===== src/rtl/icetap_capture_ctrl.sv =====
// rtl/icetap_capture_ctrl.sv - icetap capture sequencer: circular BRAM writer with pre/post-trigger split and readout
// Runs entirely in the src_clk domain.
module icetap_capture_ctrl #(
  parameter int RECORD_DEPTH  = 256,
  parameter int RAM_ADDR_BITS = $clog2(RECORD_DEPTH)
) (
  input  logic                     src_clk,
  input  logic                     src_reset_,
  input  logic                     start,
  input  logic                     abort,
  input  logic [1:0]               trigger_pos,
  input  logic                     store_hit,
  input  logic                     trigger_hit,
  output logic                     ram_wr_ena,
  output logic [RAM_ADDR_BITS-1:0] ram_wr_addr,
  output logic                     ram_rd_ena,
  output logic [RAM_ADDR_BITS-1:0] ram_rd_addr,
  output logic [1:0]               state,
  output logic [RAM_ADDR_BITS-1:0] start_addr,
  output logic [RAM_ADDR_BITS-1:0] trigger_addr,
  output logic [RAM_ADDR_BITS-1:0] stop_addr,
  input  logic                     signals_out_req,
  output logic                     signals_out_ready
);

  typedef enum logic [1:0] {
    S_IDLE = 2'd0,
    S_WAIT = 2'd1,
    S_POST = 2'd2,
    S_DONE = 2'd3
  } state_t;

  localparam logic [RAM_ADDR_BITS:0]   L_DEPTH = {1'b1, {RAM_ADDR_BITS{1'b0}}};
  localparam logic [RAM_ADDR_BITS:0]   L_CNT1  = {{RAM_ADDR_BITS{1'b0}}, 1'b1};
  localparam logic [RAM_ADDR_BITS-1:0] L_AINC  = {{(RAM_ADDR_BITS-1){1'b0}}, 1'b1};

  state_t                   r_state;
  logic [RAM_ADDR_BITS-1:0] r_pre;
  logic [RAM_ADDR_BITS-1:0] r_wr_ptr;
  logic [RAM_ADDR_BITS-1:0] r_rd_ptr;
  logic [RAM_ADDR_BITS:0]   r_fill;
  logic [RAM_ADDR_BITS:0]   r_post_cnt;
  logic [RAM_ADDR_BITS-1:0] r_start_addr;
  logic [RAM_ADDR_BITS-1:0] r_trig_addr;
  logic [RAM_ADDR_BITS-1:0] r_stop_addr;
  logic                     r_ready;

  logic [RAM_ADDR_BITS-1:0] w_pre_sel;
  logic [RAM_ADDR_BITS-1:0] w_start_calc;
  logic                     w_cmd;
  logic                     w_trig_acc;

  always_comb begin
    w_pre_sel = '0;
    case (trigger_pos)
      2'd0:    w_pre_sel = '0;
      2'd2:    w_pre_sel = '1;
      default: w_pre_sel = {1'b1, {(RAM_ADDR_BITS-1){1'b0}}};
    endcase
  end

  // Command cycles never store or read: start/abort reset the sequence first.
  assign w_cmd        = start | abort;
  assign w_trig_acc   = (r_state == S_WAIT) && trigger_hit && (r_fill >= {1'b0, r_pre});
  assign w_start_calc = r_wr_ptr - r_pre;

  assign ram_wr_ena = !w_cmd &&
                      (((r_state == S_WAIT) && (store_hit || w_trig_acc)) ||
                       ((r_state == S_POST) && store_hit));
  assign ram_rd_ena = !w_cmd && (r_state == S_DONE) && signals_out_req && !r_ready;

  assign ram_wr_addr       = r_wr_ptr;
  assign ram_rd_addr       = r_rd_ptr;
  assign state             = r_state;
  assign start_addr        = r_start_addr;
  assign trigger_addr      = r_trig_addr;
  assign stop_addr         = r_stop_addr;
  assign signals_out_ready = r_ready;

  always_ff @(posedge src_clk or negedge src_reset_) begin
    if (!src_reset_) begin
      r_state      <= S_IDLE;
      r_pre        <= '0;
      r_wr_ptr     <= '0;
      r_rd_ptr     <= '0;
      r_fill       <= '0;
      r_post_cnt   <= '0;
      r_start_addr <= '0;
      r_trig_addr  <= '0;
      r_stop_addr  <= '0;
      r_ready      <= 1'b0;
    end else if (abort) begin
      r_state <= S_IDLE;
      r_ready <= 1'b0;
    end else if (start) begin
      r_state      <= S_WAIT;
      r_pre        <= w_pre_sel;
      // POST = DEPTH-1-PRE, which is the bitwise complement of PRE.
      r_post_cnt   <= {1'b0, ~w_pre_sel};
      r_wr_ptr     <= '0;
      r_rd_ptr     <= '0;
      r_fill       <= '0;
      r_start_addr <= '0;
      r_trig_addr  <= '0;
      r_stop_addr  <= '0;
      r_ready      <= 1'b0;
    end else begin
      r_ready <= 1'b0;
      if (ram_wr_ena) begin
        r_wr_ptr <= r_wr_ptr + L_AINC;
        if (r_fill != L_DEPTH)
          r_fill <= r_fill + L_CNT1;
      end
      case (r_state)
        S_WAIT: begin
          if (w_trig_acc) begin
            r_trig_addr  <= r_wr_ptr;
            r_start_addr <= w_start_calc;
            if (r_post_cnt == '0) begin
              r_stop_addr <= r_wr_ptr;
              r_rd_ptr    <= w_start_calc;
              r_state     <= S_DONE;
            end else begin
              r_state <= S_POST;
            end
          end
        end
        S_POST: begin
          if (ram_wr_ena) begin
            r_post_cnt <= r_post_cnt - L_CNT1;
            if (r_post_cnt == L_CNT1) begin
              r_stop_addr <= r_wr_ptr;
              r_rd_ptr    <= r_start_addr;
              r_state     <= S_DONE;
            end
          end
        end
        S_DONE: begin
          if (ram_rd_ena) begin
            r_ready  <= 1'b1;
            r_rd_ptr <= r_rd_ptr + L_AINC;
          end
        end
        default: ;
      endcase
    end
  end

endmodule


===== config.mk =====
export PLATFORM = sky130hd
export DESIGN_NAME = icetap_capture_ctrl
export DESIGN_NICKNAME = d
export VERILOG_FILES = /design/src/rtl/icetap_capture_ctrl.sv
export SDC_FILE = /design/constraint.sdc
export NUM_CORES = 1
export LEC_CHECK = 0
export CAP_MARGIN = 20
export CELL_PAD_IN_SITES_DETAIL_PLACEMENT = 1
export CELL_PAD_IN_SITES_GLOBAL_PLACEMENT = 2
export CORE_MARGIN = 2
export CORE_UTILIZATION = 34
export DETAILED_ROUTE_END_ITERATION = 8
export PLACE_DENSITY_LB_ADDON = 0.1
export REMOVE_ABC_BUFFERS = 1
export SLEW_MARGIN = 20
export SYNTH_ARGS = -nofsm -noshare
export SYNTH_HDL_FRONTEND = slang
export SYNTH_SLANG_ARGS = --single-unit
export TNS_END_PERCENT = 5

===== constraint.sdc =====
create_clock -name src_clk -period 2.7 [get_ports src_clk]
set_input_delay 0.27 -clock src_clk [delete_from_list [all_inputs] [get_ports src_clk]]
set_output_delay 0.27 -clock src_clk [all_outputs]
set_load 0.02 [all_outputs]

Figure 1. Clock network drawn from the DEF (run 1).
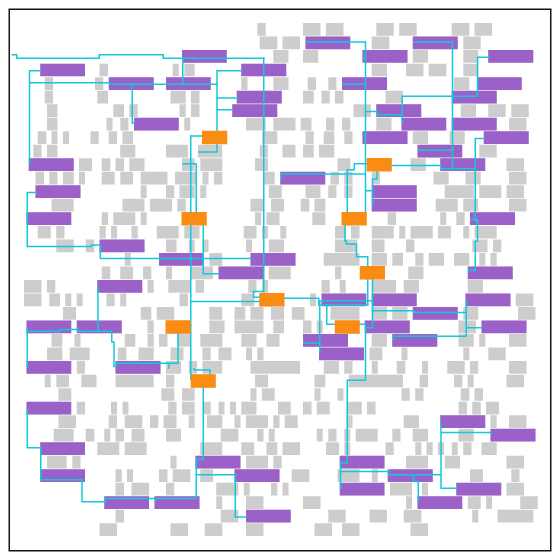
- clock drivers: orange (count 9)
- flip-flops: purple (count 63)
- clock wires: cyan (length 1010 µm)
- flops lie: all over the die
clock group share of total power: 31.7%
insertion delay to the later sink of the worst-skew pair: 0.34 ns
power drawn by the clock network: 0.000866 W
maximum clock skew at final layout: 0.008599 ns

Figure 2. Cell sizes after repair (run 1).
The bar under the picture is 20 µm long.
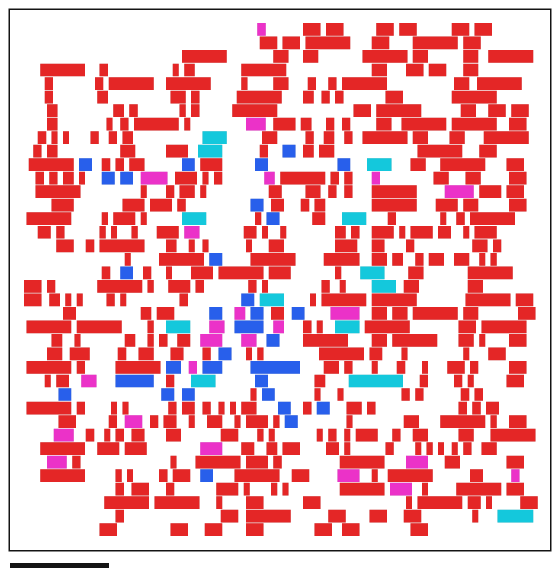
- _3 and _4 cells: blue (cells 31; share 6.6%)
- _6 and larger: cyan (cells 13; share 2.7%)
- _0 and _1 cells: red (cells 406; share 86%)
- _2 cells: magenta (cells 23; share 4.9%)

Figure 3. Where the registers sit (run 1).
The bar under the picture is 20 µm long.
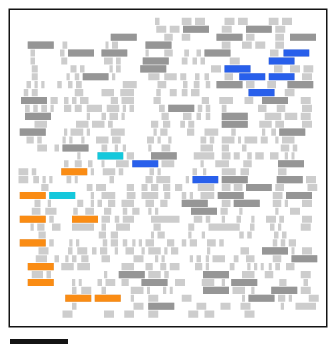
- trigger_addr: blue (flops 8; where upper right)
- r_post_cnt: orange (flops 9)
- r_pre: cyan (flops 2)
- not coloured: 44

==> datasheet_impl.txt, run 1 <==
Table: implementation figures

Parameter                              Value

Worst hold path
  Worst Hold Launch .................. signals_out_ready
  Worst hold path type .................. reg -> reg

Layout
  Area added between synthesis and finish .................. 29.48%
  Area taken by flip-flops and latches .................. 1577 µm²
  Fin nets .................. 502
  Diode count .................. 0
  Non-Clock Buffer Count .................. 80
  Comb_multi_in .................. ~290
  Post-route cell area .................. 4820 µm²
  Non-clock inverter instance count of the final layout .................. 23
  Top cells excl fill/tap .................. dfrtp_1, clkdlybuf4s50_1, o21ai_0
  CLK BUF .................. 11
  Clock network share of area .................. about 4.3%
  Comb area share .................. between 40 and 50%

Placed design
  Post-detail-place hpwl .................. 8082 µm
  RD Place Congestion .................. 0.7576
  Tally of buffers added on design ports .................. 53
  Cell area reported after detailed placement .................. 4571 µm²

Critical path
  Arr. time, crit path .................. ~2.8 ns
  Largest stage delay, worst path .................. 0.45 ns
  Endpoint of the lowest-slack register-to-register path .................. r_post_cnt[4]
  Crit Reg-Reg Startpoint .................. r_pre[6]
  WS Path Type .................. reg -> reg
  Chain of cells forming the critical path .................. inv_1, ha_1, nand3_1, o221ai_1, a21oi_2, buf_4, nor2_4, o211ai_1, or4_1, a32o_1
  Critical Path End .................. r_post_cnt[4]
  Family with the most delay on the worst path .................. simple AND/OR/NAND/NOR gates

Synthesis
  Cell count after synthesis .................. 391
  Cell taking the most area after synthesis .................. dfrtp_1
  Biggest combinational cell group after synthesis .................. AND-OR/OR-AND gates
  Most numerous cell types in the synthesized netlist .................. dfrtp_1, o21ai_0, nand2_1, a21oi_1, nor2_1
  Xor and xnor area share after synthesis .................. under 10%
  Post-Synthesis Cell Area .................. 3722 µm²
  Simple-gate share of the synthesized area .................. 15.26%
  Count of library flops with an enable pin .................. 0
  Total number of yosys warnings .................. 0
  Cell variety after synth .................. just over 60

Pwr
  Max rail drop VDD .................. 0.2283 mV
  Seq group .................. 0.00112 W
  Total power after layout .................. 0.002727 W
  Total internal power .................. 0.001815 W
  Switch share .................. between 30 and 40%
  Combinational fraction of design power .................. 27.2%
  Leakage .................. 2.057 nW

Global routing
  Number of antenna violations at the first check in global routing .................. 0

Timing
  Slew at the pin with the worst max-slew slack .................. 0.7161 ns
  Period minus WS final .................. 2.547 ns
  Share of the clock period used by the worst path .................. between 90 and 100%
  Total of endpoints with negative setup slack in the final report .................. 0

Clock network
  # resized after CTS .................. 5
  Hold-fix buffer count after cts .................. 1
  H-tree Lvls .................. 3
  CTS tree .................. done

Routing
  Wire length per cell .................. 17.66 µm
  Met2 Wirelength .................. 5586 µm
  Via count .................. 3280
  Drt first-iter violations .................. 124
  Routed length on met1 .................. 4909 µm
  Total Wirelength .................. 10830 µm

Run status
  Result of the run .................. complete, no violations

Die
  Tapcell count .................. 140
  FP Util .................. ~35%
  Chip area .................. approximately 12000 µm²

Flow run
  Number of warnings in the stage logs .................. 29
Figure 4. The clock network (run 1).
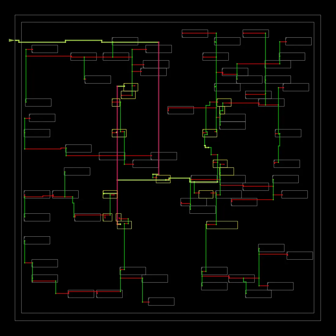

==> run 1 -> run 2 <==
--- a/config.mk
+++ b/config.mk
@@ -11,8 +11,10 @@
 export CORE_MARGIN = 2
 export CORE_UTILIZATION = 34
 export DETAILED_ROUTE_END_ITERATION = 8
+export HOLD_SLACK_MARGIN = 0.02
 export PLACE_DENSITY_LB_ADDON = 0.1
 export REMOVE_ABC_BUFFERS = 1
+export SETUP_SLACK_MARGIN = 0.02
 export SLEW_MARGIN = 20
 export SYNTH_ARGS = -nofsm -noshare
 export SYNTH_HDL_FRONTEND = slang
Figure 5. The clock network (run 2).
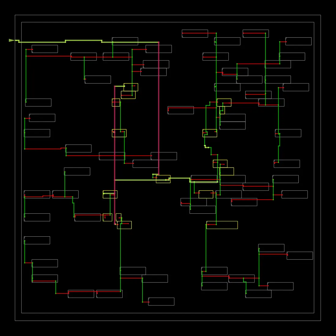
final sequential cell count: 63
maximum clock skew at final layout: 0.008627 ns
power drawn by the clock network: 0.000865 W
number of clock buffers inserted by TritonCTS: 9
Num Clock Sinks: 63

==> run 2 against run 1 <==
Non-clock buffer count unchanged. Total power about the same. Critical path depth unchanged. Flip-flop count unchanged. Maximum frequency up 1.2%. Die size unchanged. Critical path type unchanged. Largest power group unchanged.
==> datasheet_impl.txt, run 2 <==
Table: implementation figures

Parameter                              Value

Layout
  Top cells excl fill/tap .................. dfrtp_1, clkdlybuf4s50_1, o21ai_0
  Area taken by flip-flops and latches .................. 1577 µm²
  Clock network share of area .................. 4.309%
  Area added between synthesis and finish .................. 29.48%
  Comb_multi_in .................. 291
  Post-route cell area .................. 4820 µm²
  Non-Clock Buffer Count .................. 80
  Comb area share .................. 42.24%
  CLK BUF .................. 11
  Non-clock inverter instance count of the final layout .................. 23

Pwr
  Seq group .................. about 0.0011 W
  Switch share .................. 33.44%
  Combinational power .................. 0.000741 W
  Max rail drop VDD .................. 0.2281 mV
  Total internal power .................. 0.001815 W
  Total power after layout .................. 0.002727 W
  Combinational fraction of design power .................. 27.2%

Flow run
  Number of warnings in the stage logs .................. 29

Die
  Chip area .................. 11800 µm²
  Tapcell count .................. 140

Placed design
  Cell area reported after detailed placement .................. between 4000 and 5000 µm²
  Tally of buffers added on design ports .................. 53
  RD Place Congestion .................. 0.7576
  Post-detail-place hpwl .................. about 8000 µm

Clock network
  # resized after CTS .................. 5
  H-tree Lvls .................. 3
  Hold-fix buffer count after cts .................. 1
  CTS tree .................. done

Timing
  Total of endpoints with negative setup slack in the final report .................. 0
  Share of the clock period used by the worst path .................. 93.27%
  Slew at the pin with the worst max-slew slack .................. around 0.72 ns

Run status
  Result of the run .................. complete, no violations

Synthesis
  Biggest combinational cell group after synthesis .................. AND-OR/OR-AND gates
  Cell count after synthesis .................. 391
  Async SR Flop Fraction .................. 100.0%
  Post-Synthesis Cell Area .................. between 3000 and 4000 µm²
  Cell variety after synth .................. approximately 62
  Cell taking the most area after synthesis .................. dfrtp_1
  Most numerous cell types in the synthesized netlist .................. dfrtp_1, o21ai_0, nand2_1, a21oi_1, nor2_1
  Xor and xnor area share after synthesis .................. ~3.3%
  Simple-gate share of the synthesized area .................. between 10% and 20%
  Total number of yosys warnings .................. 0

Routing
  Via count .................. approximately 3300
  Total Wirelength .................. 10800 µm
  Routed length on met1 .................. 4905 µm
  Drt first-iter violations .................. 124
  Met2 Wirelength .................. 5575 µm
  Wire length per cell .................. 17.62 µm

Critical path
  WS Path Type .................. reg -> reg
  Largest stage delay, worst path .................. 0.45 ns
  Chain of cells forming the critical path .................. buf_4, ha_1, nor2b_1, o21ai_0, a21oi_2, buf_4, nor2_4, o211ai_1, or4_1, a32o_1
  Crit Reg-Reg Startpoint .................. r_pre[6]
  Family with the most delay on the worst path .................. AND-OR/OR-AND gates
  Critical Path End .................. r_post_cnt[4]
  Number of buffers and inverters on the critical path .................. 2

Worst hold path
  Worst Hold Launch .................. signals_out_ready
  Worst hold path type .................. reg -> reg
==> run 2 -> run 3 <==
--- a/config.mk
+++ b/config.mk
@@ -10,6 +10,7 @@
 export CELL_PAD_IN_SITES_GLOBAL_PLACEMENT = 2
 export CORE_MARGIN = 2
 export CORE_UTILIZATION = 34
+export CTS_CLUSTER_DIAMETER = 120
 export DETAILED_ROUTE_END_ITERATION = 8
 export HOLD_SLACK_MARGIN = 0.02
 export PLACE_DENSITY_LB_ADDON = 0.1
Figure 6. The clock network (run 3).
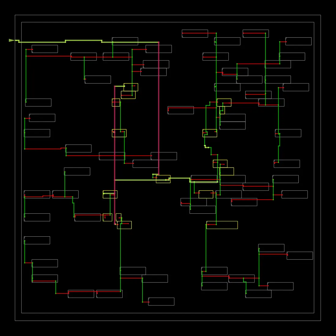
CLK BUF: 11

==> run 3 against run 2 <==
Maximum frequency unchanged. Non-clock buffer count is the same. Critical path type unchanged. Highest routed layer unchanged. Clock power barely moved. Largest power group unchanged. Flip-flop count did not move. Critical endpoint unchanged.
==> datasheet_impl.txt, run 3 <==
Table: implementation figures

Parameter                              Value

Layout
  Top cells excl fill/tap .................. dfrtp_1, clkdlybuf4s50_1, o21ai_0
  Clock network share of area .................. 4.309%
  Fin nets .................. 502
  Diode count .................. 0
  Comb_multi_in .................. 291
  Post-route cell area .................. 4820 µm²
  Area added between synthesis and finish .................. 29.48%
  Comb area share .................. 42.24%
  Non-Clock Buffer Count .................. 80
  Area taken by flip-flops and latches .................. ~1600 µm²
  Final sequential cell count .................. about 63

Synthesis
  Cell variety after synth .................. 62
  Biggest combinational cell group after synthesis .................. AND-OR/OR-AND gates
  Xor and xnor area share after synthesis .................. 3.294%
  Main area contributors .................. dfrtp_1, ha_1, a22o_1
  Simple-gate share of the synthesized area .................. 15.26%
  Post-Synthesis Cell Area .................. 3722 µm²
  Cell taking the most area after synthesis .................. dfrtp_1
  Cell count after synthesis .................. 391
  Async SR Flop Fraction .................. 100.0%
  Total number of yosys warnings .................. 0

Pwr
  Seq group .................. between 0.001 and 0.0015 W
  Total internal power .................. roughly 0.0018 W
  Max rail drop VDD .................. 0.2281 mV
  Clock group share of total power .................. a little under a third
  Combinational power .................. 0.000741 W
  Combinational fraction of design power .................. between 20% and 30%
  Switch Pwr .................. 0.0009118 W
  Leakage .................. a little over 2 nW
  Switch share .................. about 33%
  Total power after layout .................. 0.002727 W

Routing
  Routed length on met1 .................. 4905 µm
  Wire length per cell .................. 17.62 µm
  Total Wirelength .................. 10800 µm
  Via count .................. between 3000 and 4000
  Met2 Wirelength .................. about 5600 µm
  Drt first-iter violations .................. 124

Critical path
  Endpoint of the lowest-slack register-to-register path .................. r_post_cnt[4]
  CP max-delay cell .................. or4_1
  Arr. time, crit path .................. approximately 2.8 ns
  Chain of cells forming the critical path .................. buf_4, ha_1, nor2b_1, o21ai_0, a21oi_2, buf_4, nor2_4, o211ai_1, or4_1, a32o_1
  Critical Path End .................. r_post_cnt[4]
  Required time reported for the critical path endpoint .................. 2.93 ns
  Family with the most delay on the worst path .................. AND-OR/OR-AND gates
  Crit Reg-Reg Startpoint .................. r_pre[6]
  Largest stage delay, worst path .................. 0.45 ns
  WS Path Type .................. reg -> reg
  Number of buffers and inverters on the critical path .................. 2

Run status
  Result of the run .................. complete, no violations

Timing
  Final-layout setup total negative slack .................. 0 ns
  Slew at the pin with the worst max-slew slack .................. around 0.72 ns
  Maximum operating frequency .................. 397.1 MHz
  Total of endpoints with negative setup slack in the final report .................. 0
  Maximum clock skew at final layout .................. 0.008627 ns
  Period minus WS final .................. 2.518 ns
  Number of max-slew violations in the final report .................. 0

Placed design
  Post-detail-place hpwl .................. 8082 µm
  RD Place Congestion .................. 0.7576
  Cell area reported after detailed placement .................. around 4600 µm²

Clock network
  # resized after CTS .................. 5
  Number of clock buffers inserted by TritonCTS .................. 9
  H-tree Lvls .................. 3
  Hold-fix buffer count after cts .................. 1
  Num Clock Sinks .................. about 63
  Insertion delay to the later sink of the worst-skew pair .................. 0.34 ns
  CTS tree .................. done

Global routing
  Number of antenna violations at the first check in global routing .................. 0

Worst hold path
  Worst Hold Launch .................. signals_out_ready
  Worst hold path type .................. reg -> reg

Die
  Tapcell count .................. 140
  Chip area .................. 11800 µm²
  FP Util .................. 34.64%

Flow run
  Number of warnings in the stage logs .................. 29
Power is estimated from default activity; no workload was simulated.
